**Signal metal coverage by tile**

Scale: 2 px per um. The die is cut into 21 by 21 equal tiles; dark purple is low, yellow is high, scaled to the fullest tile. Values are wire area over tile area, all layers added.
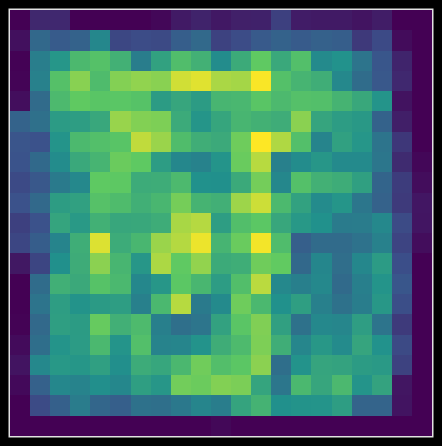
**Close-up of the layout**

Window x 80 to 130, y 124 to 174 um. Cells in grey, sequential cells in the stronger grey; small squares are vias.
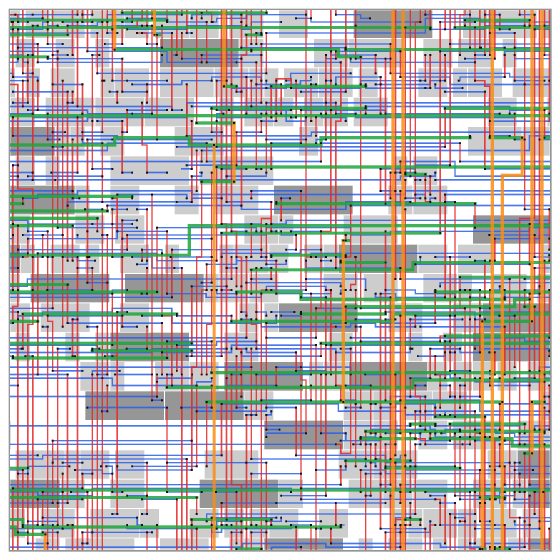
**Cell outlines without signal wires**

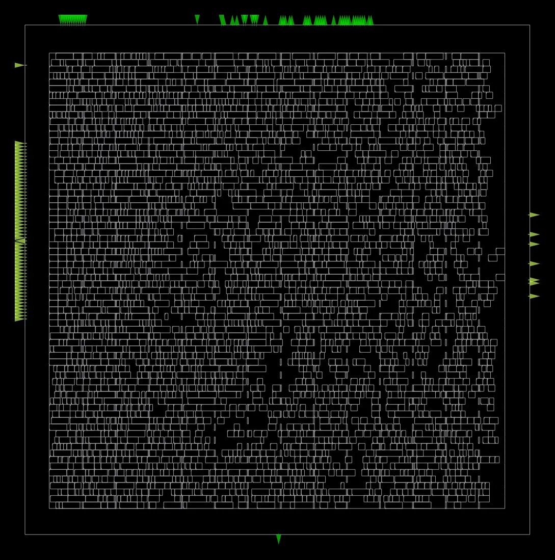
$ cat src/rtl/multdiv_unit.sv
// Iterative signed multiply/divide unit.
// Multiply is shift-add on operand magnitudes, divide is restoring division on
// magnitudes; both take one bit per cycle over WIDTH cycles and apply the sign
// at completion. A zero divisor completes immediately with an exception.
module multdiv_unit #(
    parameter int WIDTH = 32,
    parameter int TAG_W = 5
) (
    input  logic             clock,
    input  logic             reset,
    input  logic             ctrl_MULT,
    input  logic             ctrl_DIV,
    input  logic [WIDTH-1:0] data_operandA,
    input  logic [WIDTH-1:0] data_operandB,
    input  logic [TAG_W-1:0] tag_in,
    input  logic             flush,
    output logic             busy,
    output logic [WIDTH-1:0] data_result,
    output logic             data_exception,
    output logic             data_resultRDY,
    output logic [TAG_W-1:0] tag_out
);

    localparam int CNT_W = $clog2(WIDTH) + 1;
    localparam logic [CNT_W-1:0] LAST_ITER = CNT_W'(WIDTH - 1);

    typedef enum logic [1:0] {IDLE, MUL, DIV, DONE} state_t;

    state_t               state_reg;
    logic [CNT_W-1:0]     cnt_reg;
    // Multiply: running product. Divide: {partial remainder, dividend/quotient}.
    logic [2*WIDTH-1:0]   acc_reg;
    // Multiply: left-shifting multiplicand. Divide: divisor in the low half.
    logic [2*WIDTH-1:0]   mcand_reg;
    logic [WIDTH-1:0]     mplier_reg;
    logic                 neg_reg;
    logic [TAG_W-1:0]     tag_reg;
    logic                 busy_reg;
    logic [WIDTH-1:0]     result_reg;
    logic                 exc_reg;
    logic                 rdy_reg;
    logic [TAG_W-1:0]     tag_out_reg;

    logic                 can_start;
    logic                 start_mul;
    logic                 start_div;
    logic [WIDTH-1:0]     mag_a;
    logic [WIDTH-1:0]     mag_b;
    logic [2*WIDTH-1:0]   mul_acc_next;
    logic [2*WIDTH-1:0]   div_sh;
    logic [WIDTH-1:0]     div_rem_sh;
    logic [2*WIDTH-1:0]   div_acc_next;
    logic [2*WIDTH-1:0]   prod_s;
    logic                 mul_ovf;
    logic [WIDTH-1:0]     quo_s;
    logic                 div_ovf;

    assign busy           = busy_reg;
    assign data_result    = result_reg;
    assign data_exception = exc_reg;
    assign data_resultRDY = rdy_reg;
    assign tag_out        = tag_out_reg;

    // Start decode, operand magnitudes and one iteration of each datapath,
    // including the signed result that the final iteration would produce.
    always_comb begin
        can_start  = (state_reg == IDLE) || (state_reg == DONE);
        start_mul  = can_start && ctrl_MULT && !ctrl_DIV && !flush;
        start_div  = can_start && ctrl_DIV && !ctrl_MULT && !flush;
        mag_a      = data_operandA[WIDTH-1] ? (-data_operandA) : data_operandA;
        mag_b      = data_operandB[WIDTH-1] ? (-data_operandB) : data_operandB;

        mul_acc_next = acc_reg + (mplier_reg[0] ? mcand_reg : '0);

        // Shift the next dividend bit into the remainder and try to subtract.
        div_sh       = {acc_reg[2*WIDTH-2:0], 1'b0};
        div_rem_sh   = div_sh[2*WIDTH-1:WIDTH];
        div_acc_next = div_sh;
        if (div_rem_sh >= mcand_reg[WIDTH-1:0]) begin
            div_acc_next[2*WIDTH-1:WIDTH] = div_rem_sh - mcand_reg[WIDTH-1:0];
            div_acc_next[0]               = 1'b1;
        end

        // Product fits iff the top WIDTH+1 bits of the signed product agree.
        prod_s  = neg_reg ? (-mul_acc_next) : mul_acc_next;
        mul_ovf = !((&prod_s[2*WIDTH-1:WIDTH-1]) || !(|prod_s[2*WIDTH-1:WIDTH-1]));

        // Only |quotient| = 2^(WIDTH-1) with a positive sign can overflow.
        quo_s   = neg_reg ? (-div_acc_next[WIDTH-1:0]) : div_acc_next[WIDTH-1:0];
        div_ovf = !neg_reg && div_acc_next[WIDTH-1];
    end

    // Control FSM with registered outputs and iterative datapath state.
    always_ff @(posedge clock) begin
        if (reset) begin
            state_reg   <= IDLE;
            cnt_reg     <= '0;
            acc_reg     <= '0;
            mcand_reg   <= '0;
            mplier_reg  <= '0;
            neg_reg     <= 1'b0;
            tag_reg     <= '0;
            busy_reg    <= 1'b0;
            result_reg  <= '0;
            exc_reg     <= 1'b0;
            rdy_reg     <= 1'b0;
            tag_out_reg <= '0;
        end else begin
            rdy_reg <= 1'b0;
            case (state_reg)
                IDLE, DONE: begin
                    state_reg <= IDLE;
                    if (start_mul) begin
                        state_reg  <= MUL;
                        busy_reg   <= 1'b1;
                        cnt_reg    <= '0;
                        acc_reg    <= '0;
                        mcand_reg  <= {{WIDTH{1'b0}}, mag_a};
                        mplier_reg <= mag_b;
                        neg_reg    <= data_operandA[WIDTH-1] ^ data_operandB[WIDTH-1];
                        tag_reg    <= tag_in;
                    end else if (start_div) begin
                        cnt_reg <= '0;
                        tag_reg <= tag_in;
                        if (data_operandB == '0) begin
                            // Divide by zero completes on the very next cycle.
                            state_reg   <= DONE;
                            rdy_reg     <= 1'b1;
                            result_reg  <= '0;
                            exc_reg     <= 1'b1;
                            tag_out_reg <= tag_in;
                        end else begin
                            state_reg <= DIV;
                            busy_reg  <= 1'b1;
                            acc_reg   <= {{WIDTH{1'b0}}, mag_a};
                            mcand_reg <= {{WIDTH{1'b0}}, mag_b};
                            neg_reg   <= data_operandA[WIDTH-1] ^ data_operandB[WIDTH-1];
                        end
                    end
                end
                MUL: begin
                    if (flush) begin
                        state_reg <= IDLE;
                        busy_reg  <= 1'b0;
                    end else begin
                        acc_reg    <= mul_acc_next;
                        mcand_reg  <= {mcand_reg[2*WIDTH-2:0], 1'b0};
                        mplier_reg <= {1'b0, mplier_reg[WIDTH-1:1]};
                        cnt_reg    <= cnt_reg + CNT_W'(1);
                        if (cnt_reg == LAST_ITER) begin
                            state_reg   <= DONE;
                            busy_reg    <= 1'b0;
                            rdy_reg     <= 1'b1;
                            result_reg  <= prod_s[WIDTH-1:0];
                            exc_reg     <= mul_ovf;
                            tag_out_reg <= tag_reg;
                        end
                    end
                end
                DIV: begin
                    if (flush) begin
                        state_reg <= IDLE;
                        busy_reg  <= 1'b0;
                    end else begin
                        acc_reg <= div_acc_next;
                        cnt_reg <= cnt_reg + CNT_W'(1);
                        if (cnt_reg == LAST_ITER) begin
                            state_reg   <= DONE;
                            busy_reg    <= 1'b0;
                            rdy_reg     <= 1'b1;
                            result_reg  <= quo_s;
                            exc_reg     <= div_ovf;
                            tag_out_reg <= tag_reg;
                        end
                    end
                end
                default: begin
                    state_reg <= IDLE;
                    busy_reg  <= 1'b0;
                end
            endcase
        end
    end

endmodule

$ cat config.mk
export PLATFORM = sky130hd
export DESIGN_NAME = multdiv_unit
export DESIGN_NICKNAME = d
export VERILOG_FILES = /design/src/rtl/multdiv_unit.sv
export SDC_FILE = /design/constraint.sdc
export NUM_CORES = 1
export LEC_CHECK = 0
export CAP_MARGIN = 15
export CORE_AREA = 10 10 201 203
export CTS_BUF_LIST = sky130_fd_sc_hd__clkbuf_8
export CTS_CLUSTER_SIZE = 25
export DETAILED_ROUTE_END_ITERATION = 10
export DIE_AREA = 0 0 211 213
export PLACE_DENSITY = 0.82
export SYNTH_ARGS = -nofsm -noshare
export SYNTH_HDL_FRONTEND = slang
export SYNTH_SLANG_ARGS = --single-unit
$ cat constraint.sdc
create_clock -name clock -period 6.15 [get_ports clock]
set_input_delay 1.23 -clock clock [delete_from_list [all_inputs] [get_ports clock]]
set_output_delay 1.23 -clock clock [all_outputs]
set_load 0.02 [all_outputs]
==> run_results.csv <==
group,metric,value,unit
clock_tree,clock_tree.htree_level_count,2,
final_timing,slew_violations,0,
critical_path,worst-r2r-setup-slack,0.16,ns
clock_tree,numCtsBuffers,40,
placed_design,numPortBuffers,113,
global_route,grt_pass1_wl,128000,um
power,powerSeq,1.73,mW
logic_synthesis,netlist_instances,2841,
critical_path,critical-path-top-delay-family,"AND-OR/OR-AND gates",
route,postRouteWirelength,84800,um
power,pwr.group.combinational,2.71,mW
logic_synthesis,synthTopCellsByCount,"sky130_fd_sc_hd__nor2_1 (315), sky130_fd_sc_hd__nand2_1 (246), sky130_fd_sc_hd__dfxtp_1 (214)",
cells_and_area,number_of_multi_input_logic_gates,2349,
cells_and_area,area.growth.synth_to_final,17.3,%
status,run_status,"finished, final reports clean",
cells_and_area,layout.cells.largest_class,"combinational gates",
global_route,gr-usage-all-layers,0.360,
logic_synthesis,yosysSeqAreaShare,0.209,
logic_synthesis,synth.top_cells.by_area,"sky130_fd_sc_hd__dfxtp_1 (21%), sky130_fd_sc_hd__ha_1 (6.2%), sky130_fd_sc_hd__nor2_1 (5.8%)",
power,maxPowerGroup,"combinational logic",
global_route,antenna_found_initial,1,
logic_synthesis,flop_cell,"sky130_fd_sc_hd__dfxtp_1",
logic_synthesis,postSynthNetCount,3019,
critical_path,crit_fanout,39,
logic_synthesis,synth.avg_cell_area,7.22,sq um
clock_tree,cts_setup_buffers,0,
route,met2_routed_length,35600,um
final_timing,fin_crit_sh,0.974,
final_timing,worst_slack,0.159,ns
route,drt_pass1_iterations,10,
route,number_of_vias_in_the_routed_layout,24200,
power,swShare,0.437,
job,max-cap-violations,0,
placed_design,post-place-cells,3422,
cells_and_area,seqAreaFraction,0.178,
cells_and_area,layout.cells.most_common,"sky130_fd_sc_hd__nor2_1",
critical_path,critical_path.startpoint_type,"register",
global_route,grt_util_met1,0.492,
logic_synthesis,yosys_warn_count,0,
global_route,gr-max-usage-layer,"met2",
critical_path,reg2reg_depth,19,
final_timing,timing_worst_slew_pin_value,1.15,ns
power,seqPwrFrac,0.292,
clock_tree,insertion_delay,0.62,ns
route,route.detailed.vias_per_inst,6.91,
placed_design,dpl.hpwl,65800,um
logic_synthesis,yosysChipArea,20500,sq um
logic_synthesis,compound_area_frac,0.330,
critical_path,crit_slowest_cell,"sky130_fd_sc_hd__or4_1",
critical_path,criticalPathCategory,"register to register",
power,p_int,3.34,mW
logic_synthesis,yosys.cell_types.count,93,
critical_path,crit_cells,19,
cells_and_area,regArea,4290,sq um
cells_and_area,layout.non_clock_buffers,299,
final_timing,final_period_minus_worst_setup_slack,5.99,ns
power,power_density,246,nW/um^2
global_route,grt_pass1_vias,22200,
floorplan,i_o_pins,114,
route,dr.max_layer_used,"met4",
## Picture notes: 'signal metal coverage by tile'
The fullest tile reaches 0.72. The densest ninth of the die: centre. 11% of the tiles are nearly empty. 50% of the tiles are over half the peak. The mean over all tiles is 0.33.

## Picture notes: 'close-up of the layout'
Key: orange = M4; green = M3; blue = M1; red = M2
Most frequent: dfxtp_1 (19), inv_1 (16), o21ai_0 (16). Sequential cells in the window: 20. Netlist names of flops here include acc_reg (10), mcand_reg (6), data_result (3). 183 logic cells have their middle in the window.

## Picture notes: 'cell outlines without signal wires'
total of fill cells in the finished design: 3116
Taps Inserted: 468

Power figures rest on the tool's default switching activity, not on a simulated workload.
